<file path="src/rtl/writeback_arbiter.sv">
`default_nettype none
// ============================================================================
// Module      : writeback_arbiter
// Description : Shares the register-file write port between the in-order
//               pipeline writeback stage and a multi-cycle mul/div unit.
//               A mul/div result is captured in a one-entry buffer and is
//               written on the first cycle the pipeline leaves the port free.
//               If the pipeline keeps the port busy for MAXWAIT consecutive
//               cycles, the buffered result is forced out and the writeback
//               stage is stalled for one cycle.
//
// Parameters  : WIDTH    register data width
//               MAXWAIT  pipeline wins tolerated before a forced write (1..7)
//
// Ports       : clk                      clock, rising-edge active
//               rst                      asynchronous reset, active low
//               RegWriteW / RdW /        pipeline writeback request
//               ResultW
//               md_valid / md_rd /       mul/div result offer
//               md_result
//               md_ready                 mul/div result accepted this cycle
//               rf_we / rf_addr /        register-file write port
//               rf_wdata
//               StallW                   writeback stage must hold
//               pend_valid / pend_rd     outstanding buffered write, for the
//                                        hazard unit
//
// Revision    : 1.0  initial release
// ============================================================================
module writeback_arbiter #(
  parameter int WIDTH   = 32,
  parameter int MAXWAIT = 4
) (
  input  logic             clk,
  input  logic             rst,
  input  logic             RegWriteW,
  input  logic [4:0]       RdW,
  input  logic [WIDTH-1:0] ResultW,
  input  logic             md_valid,
  input  logic [4:0]       md_rd,
  input  logic [WIDTH-1:0] md_result,
  output logic             md_ready,
  output logic             rf_we,
  output logic [4:0]       rf_addr,
  output logic [WIDTH-1:0] rf_wdata,
  output logic             StallW,
  output logic             pend_valid,
  output logic [4:0]       pend_rd
);

  // --------------------------------------------------------------------------
  // State encoding
  //   IDLE  : buffer empty, pipeline owns the write port
  //   HELD  : buffer full, still waiting for a free port
  //   FORCE : buffer full and it has waited long enough; it takes the port
  // --------------------------------------------------------------------------
  localparam logic [1:0] c_st_idle  = 2'd0;
  localparam logic [1:0] c_st_held  = 2'd1;
  localparam logic [1:0] c_st_force = 2'd2;

  localparam logic [2:0] c_maxwait  = 3'(MAXWAIT);

  // --------------------------------------------------------------------------
  // Registered state
  // --------------------------------------------------------------------------
  logic [1:0]       r_state;
  logic             r_buf_valid;
  logic [4:0]       r_buf_rd;
  logic [WIDTH-1:0] r_buf_data;
  logic [2:0]       r_age;

  // --------------------------------------------------------------------------
  // Combinational next-state and write-port decode
  // --------------------------------------------------------------------------
  logic             w_pipe_req;
  logic             w_md_ready;
  logic             w_md_load;

  logic [1:0]       w_state_nxt;
  logic             w_buf_valid_nxt;
  logic [4:0]       w_buf_rd_nxt;
  logic [WIDTH-1:0] w_buf_data_nxt;
  logic [2:0]       w_age_nxt;
  logic [2:0]       w_age_inc;

  logic             w_we;
  logic [4:0]       w_addr;
  logic [WIDTH-1:0] w_wdata;
  logic             w_stall;

  // A write to x0 is architecturally a no-op, so it never claims the port.
  assign w_pipe_req = RegWriteW && (RdW != 5'd0);

  // Ready depends only on registered state, so there is no combinational
  // path from md_valid back to md_ready.
  assign w_md_ready = !r_buf_valid;

  // A transfer to x0 still completes (handshake) but is not buffered.
  assign w_md_load  = md_valid && w_md_ready && (md_rd != 5'd0);

  assign w_age_inc  = r_age + 3'd1;

  always_comb begin
    w_state_nxt     = r_state;
    w_buf_valid_nxt = r_buf_valid;
    w_buf_rd_nxt    = r_buf_rd;
    w_buf_data_nxt  = r_buf_data;
    w_age_nxt       = r_age;

    w_we            = 1'b0;
    w_addr          = 5'd0;
    w_wdata         = '0;
    w_stall         = 1'b0;

    case (r_state)
      c_st_idle: begin
        // Pipeline passes straight through; a newly accepted mul/div
        // result is only written from the following cycle onwards.
        if (w_pipe_req) begin
          w_we    = 1'b1;
          w_addr  = RdW;
          w_wdata = ResultW;
        end
        if (w_md_load) begin
          w_buf_valid_nxt = 1'b1;
          w_buf_rd_nxt    = md_rd;
          w_buf_data_nxt  = md_result;
          w_age_nxt       = 3'd0;
          w_state_nxt     = c_st_held;
        end
      end

      c_st_held: begin
        if (!w_pipe_req) begin
          // Port is free: drain the buffer.
          w_we            = 1'b1;
          w_addr          = r_buf_rd;
          w_wdata         = r_buf_data;
          w_buf_valid_nxt = 1'b0;
          w_buf_rd_nxt    = 5'd0;
          w_age_nxt       = 3'd0;
          w_state_nxt     = c_st_idle;
        end else if (RdW == r_buf_rd) begin
          // The younger pipeline write to the same register supersedes the
          // buffered value, which would otherwise overwrite it later.
          w_we            = 1'b1;
          w_addr          = RdW;
          w_wdata         = ResultW;
          w_buf_valid_nxt = 1'b0;
          w_buf_rd_nxt    = 5'd0;
          w_age_nxt       = 3'd0;
          w_state_nxt     = c_st_idle;
        end else begin
          // Pipeline wins this cycle; the buffered result ages.
          w_we        = 1'b1;
          w_addr      = RdW;
          w_wdata     = ResultW;
          w_age_nxt   = w_age_inc;
          if (w_age_inc >= c_maxwait) begin
            w_state_nxt = c_st_force;
          end
        end
      end

      c_st_force: begin
        // Buffer takes the port; the pipeline write is held and retried
        // next cycle by the stalled writeback stage.
        w_we            = 1'b1;
        w_addr          = r_buf_rd;
        w_wdata         = r_buf_data;
        w_stall         = 1'b1;
        w_buf_valid_nxt = 1'b0;
        w_buf_rd_nxt    = 5'd0;
        w_age_nxt       = 3'd0;
        w_state_nxt     = c_st_idle;
      end

      default: begin
        w_buf_valid_nxt = 1'b0;
        w_buf_rd_nxt    = 5'd0;
        w_age_nxt       = 3'd0;
        w_state_nxt     = c_st_idle;
      end
    endcase
  end

  // --------------------------------------------------------------------------
  // State registers
  // --------------------------------------------------------------------------
  always_ff @(posedge clk or negedge rst) begin
    if (!rst) begin
      r_state     <= c_st_idle;
      r_buf_valid <= 1'b0;
      r_buf_rd    <= 5'd0;
      r_buf_data  <= '0;
      r_age       <= 3'd0;
    end else begin
      r_state     <= w_state_nxt;
      r_buf_valid <= w_buf_valid_nxt;
      r_buf_rd    <= w_buf_rd_nxt;
      r_buf_data  <= w_buf_data_nxt;
      r_age       <= w_age_nxt;
    end
  end

  // --------------------------------------------------------------------------
  // Outputs
  // The IDLE pass-through path is purely combinational, so every output is
  // qualified by rst to guarantee silence while reset is held.
  // --------------------------------------------------------------------------
  assign md_ready   = rst && w_md_ready;
  assign rf_we      = rst && w_we;
  assign rf_addr    = rst ? w_addr  : 5'd0;
  assign rf_wdata   = rst ? w_wdata : '0;
  assign StallW     = rst && w_stall;
  assign pend_valid = rst && r_buf_valid;
  assign pend_rd    = rst ? r_buf_rd : 5'd0;

endmodule
`default_nettype wire

</file>
<file path="config.mk">
export PLATFORM = sky130hd
export DESIGN_NAME = writeback_arbiter
export DESIGN_NICKNAME = d
export VERILOG_FILES = /design/src/rtl/writeback_arbiter.sv
export SDC_FILE = /design/constraint.sdc
export NUM_CORES = 1
export LEC_CHECK = 0
export ABC_AREA = 1
export ABC_CLOCK_PERIOD_IN_PS = 1810
export CORE_ASPECT_RATIO = 0.8
export CORE_MARGIN = 1.5
export CORE_UTILIZATION = 41
export CTS_CLUSTER_SIZE = 30
export DETAILED_ROUTE_END_ITERATION = 6
export GPL_TIMING_DRIVEN = 0
export HOLD_SLACK_MARGIN = 0.15
export PLACE_DENSITY = 0.81
export SKIP_LAST_GASP = 1
export SYNTH_ARGS = -nofsm -noshare
export SYNTH_HDL_FRONTEND = slang
export SYNTH_SLANG_ARGS = --single-unit
</file>
<file path="constraint.sdc">
create_clock -name clk -period 1.81 [get_ports clk]
set_input_delay 0.181 -clock clk [delete_from_list [all_inputs] [get_ports clk]]
set_output_delay 0.181 -clock clk [all_outputs]
set_load 0.05 [all_outputs]
</file>
==> results_dict.tcl <==
# flow metrics
set metrics [dict create \
    crit_start "r_state[1]$_DFFE_PN0P_" \
    path_cells "inv_2 -> ha_4 -> inv_4 -> a21oi_4 -> buf_6 -> buf_6 -> nand2_4 -> a21oi_2 -> buf_6" \
    warnings 32 \
    dp_slack_ns -0.9670 \
    tightest_slew_ns 0.5655 \
    dp_cells 582 \
    grt-ovfl-total 0 \
    cts_tree "built" \
    via_count 2976 \
    regToRegStartpoint "r_state[1]$_DFFE_PN0P_" \
    die_w_um 91.39 \
    violations "setup timing" \
    status "finished with violations" \
    hold_end "r_buf_data[21]$_DFFE_PN0P_" \
    syn_area_sq_um 2562 \
    synth-seq-cells 43 \
    crit_path_frequent_cell "buf_6" \
    cp_top_family "buffers and inverters" \
    clock-root-buffer "clkbuf_8" \
    chipArea_sq_um 6736 \
    io_pins 124 \
    fin_area_sq_um 4805 \
    ys_seq_share 0.4199 \
    drv_slew 0 \
    ys.flop_type "dfrtp_1" \
    place_congestion 0.7849 \
    timing.hold.worst_path_depth 3 \
    setup_slack_ns -0.2866 \
    path_class "flop to output pin" \
    clock-sinks 43 \
    cp.depth 9 \
    setup_viol 37 \
    p_total_w 0.005718 \
    critPathBufInv 5 \
    port-buffer-count 123 \
    wire_per_inst_um 14.65 \
    grt_pass1_wl_um 13610 \
    ys_chip_area_sq_um 2562 \
    grt_antenna_before_repair 0 \
]
[area by class of cell]
cell class / count / area [sq um]
clock buffers: 6 / 72.57
plain buffers: 18 / 198.9
multi-input cells: 292 / 1712
well taps: 81 / 101.3
inverters: 25 / 98.84
flip-flops and latches: 43 / 1077
fillers: 376 / 1170
repair buffers: 144 / 1544
[report_power, final]
group | internal [W] | leakage, nW | switching (W) | total (W)
Combinational | 0.00141 | 1.72 | 0.00208 | 0.00349
Sequential | 0.00138 | 0.545 | 0.000293 | 0.00168
Clock | 0.000258 | 0.0371 | 0.000297 | 0.000555
[kinds of logic (layout without fill, tap and decap cells)]
kind of cell | Yosys count | count (layout) | share of synthesized area
AND-OR/OR-AND | 42 | 42 | 0.08936
XOR/XNOR | 2 | 2 | 0.006837
adder cells (fa/ha/maj) | 5 | 5 | 0.02441
buffers and inverters | 43 | 193 | 0.09081
flip-flops | 43 | 43 | 0.4199
AND/OR/NAND/NOR | 242 | 243 | 0.3687
[layout by cell type, fill, tap and decap left out, types with 8 or more instances in the layout]
master           instances
nand2_4                  8
nand2_2                 20
dfrtp_1                 42
buf_4                   10
nand3_1                  9
buf_6                   41
inv_1                   20
clkdlybuf4s50_1         72
nor2_1                  11
nand2_1                189
buf_2                    9
a21oi_2                 15
a21oi_4                 24
dlygate4sd2_1           11
[registers in the layout, indices dropped and copies added (netlist names)]
register / count
r_age: 3
r_buf_valid: 1
r_buf_rd: 5
r_buf_data: 32
r_state: 2
[layer usage]
| metal | vias to the layer above | GRT usage | wire [um] |
|---|---|---|---|
| li1 | 1466 | - | - |
| met1 | 1399 | 0.3351 | 3713 |
| met2 | 101 | 0.4395 | 4510 |
| met3 | 10 | 0.05590 | 615 |
| met4 | 0 | 0.05729 | 81 |
| met5 | - | 0 | 0 |
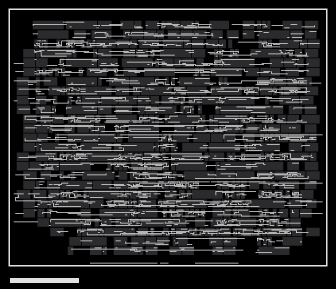
met1.png
Bar = 20 um. Cells faint in the background.
share of all routed wire = 42%
wire length on this layer = 3710 um
nets with wire on the layer = 537
longest straight run = 34.5 um

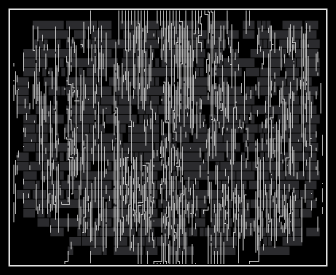
met2.png
Cells faint in the background.
main direction = vertical
wire length on this layer = 4510 um
share of all routed wire = 51%
longest straight run = 40.5 um

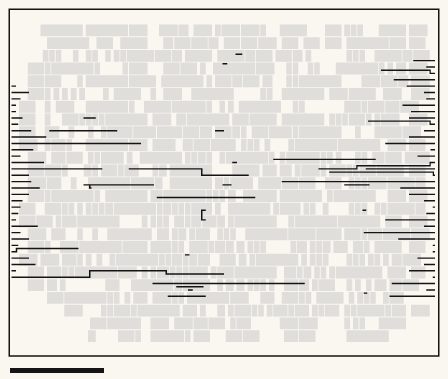
met3.png
Bar = 20 um. Cells faint in the background.
wire length on this layer = 616 um
main direction = horizontal

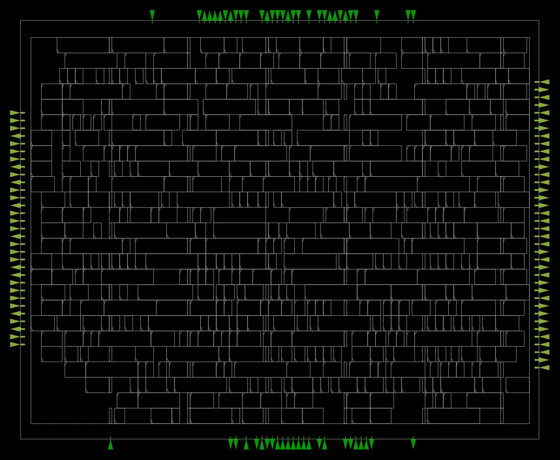
final_placement.png
Row Count: 25
# fillers: 376
Core Box Area: 5974 sq um
post-layout util: 0.8042

No activity file was given, so power comes from the tool's default toggle rates.
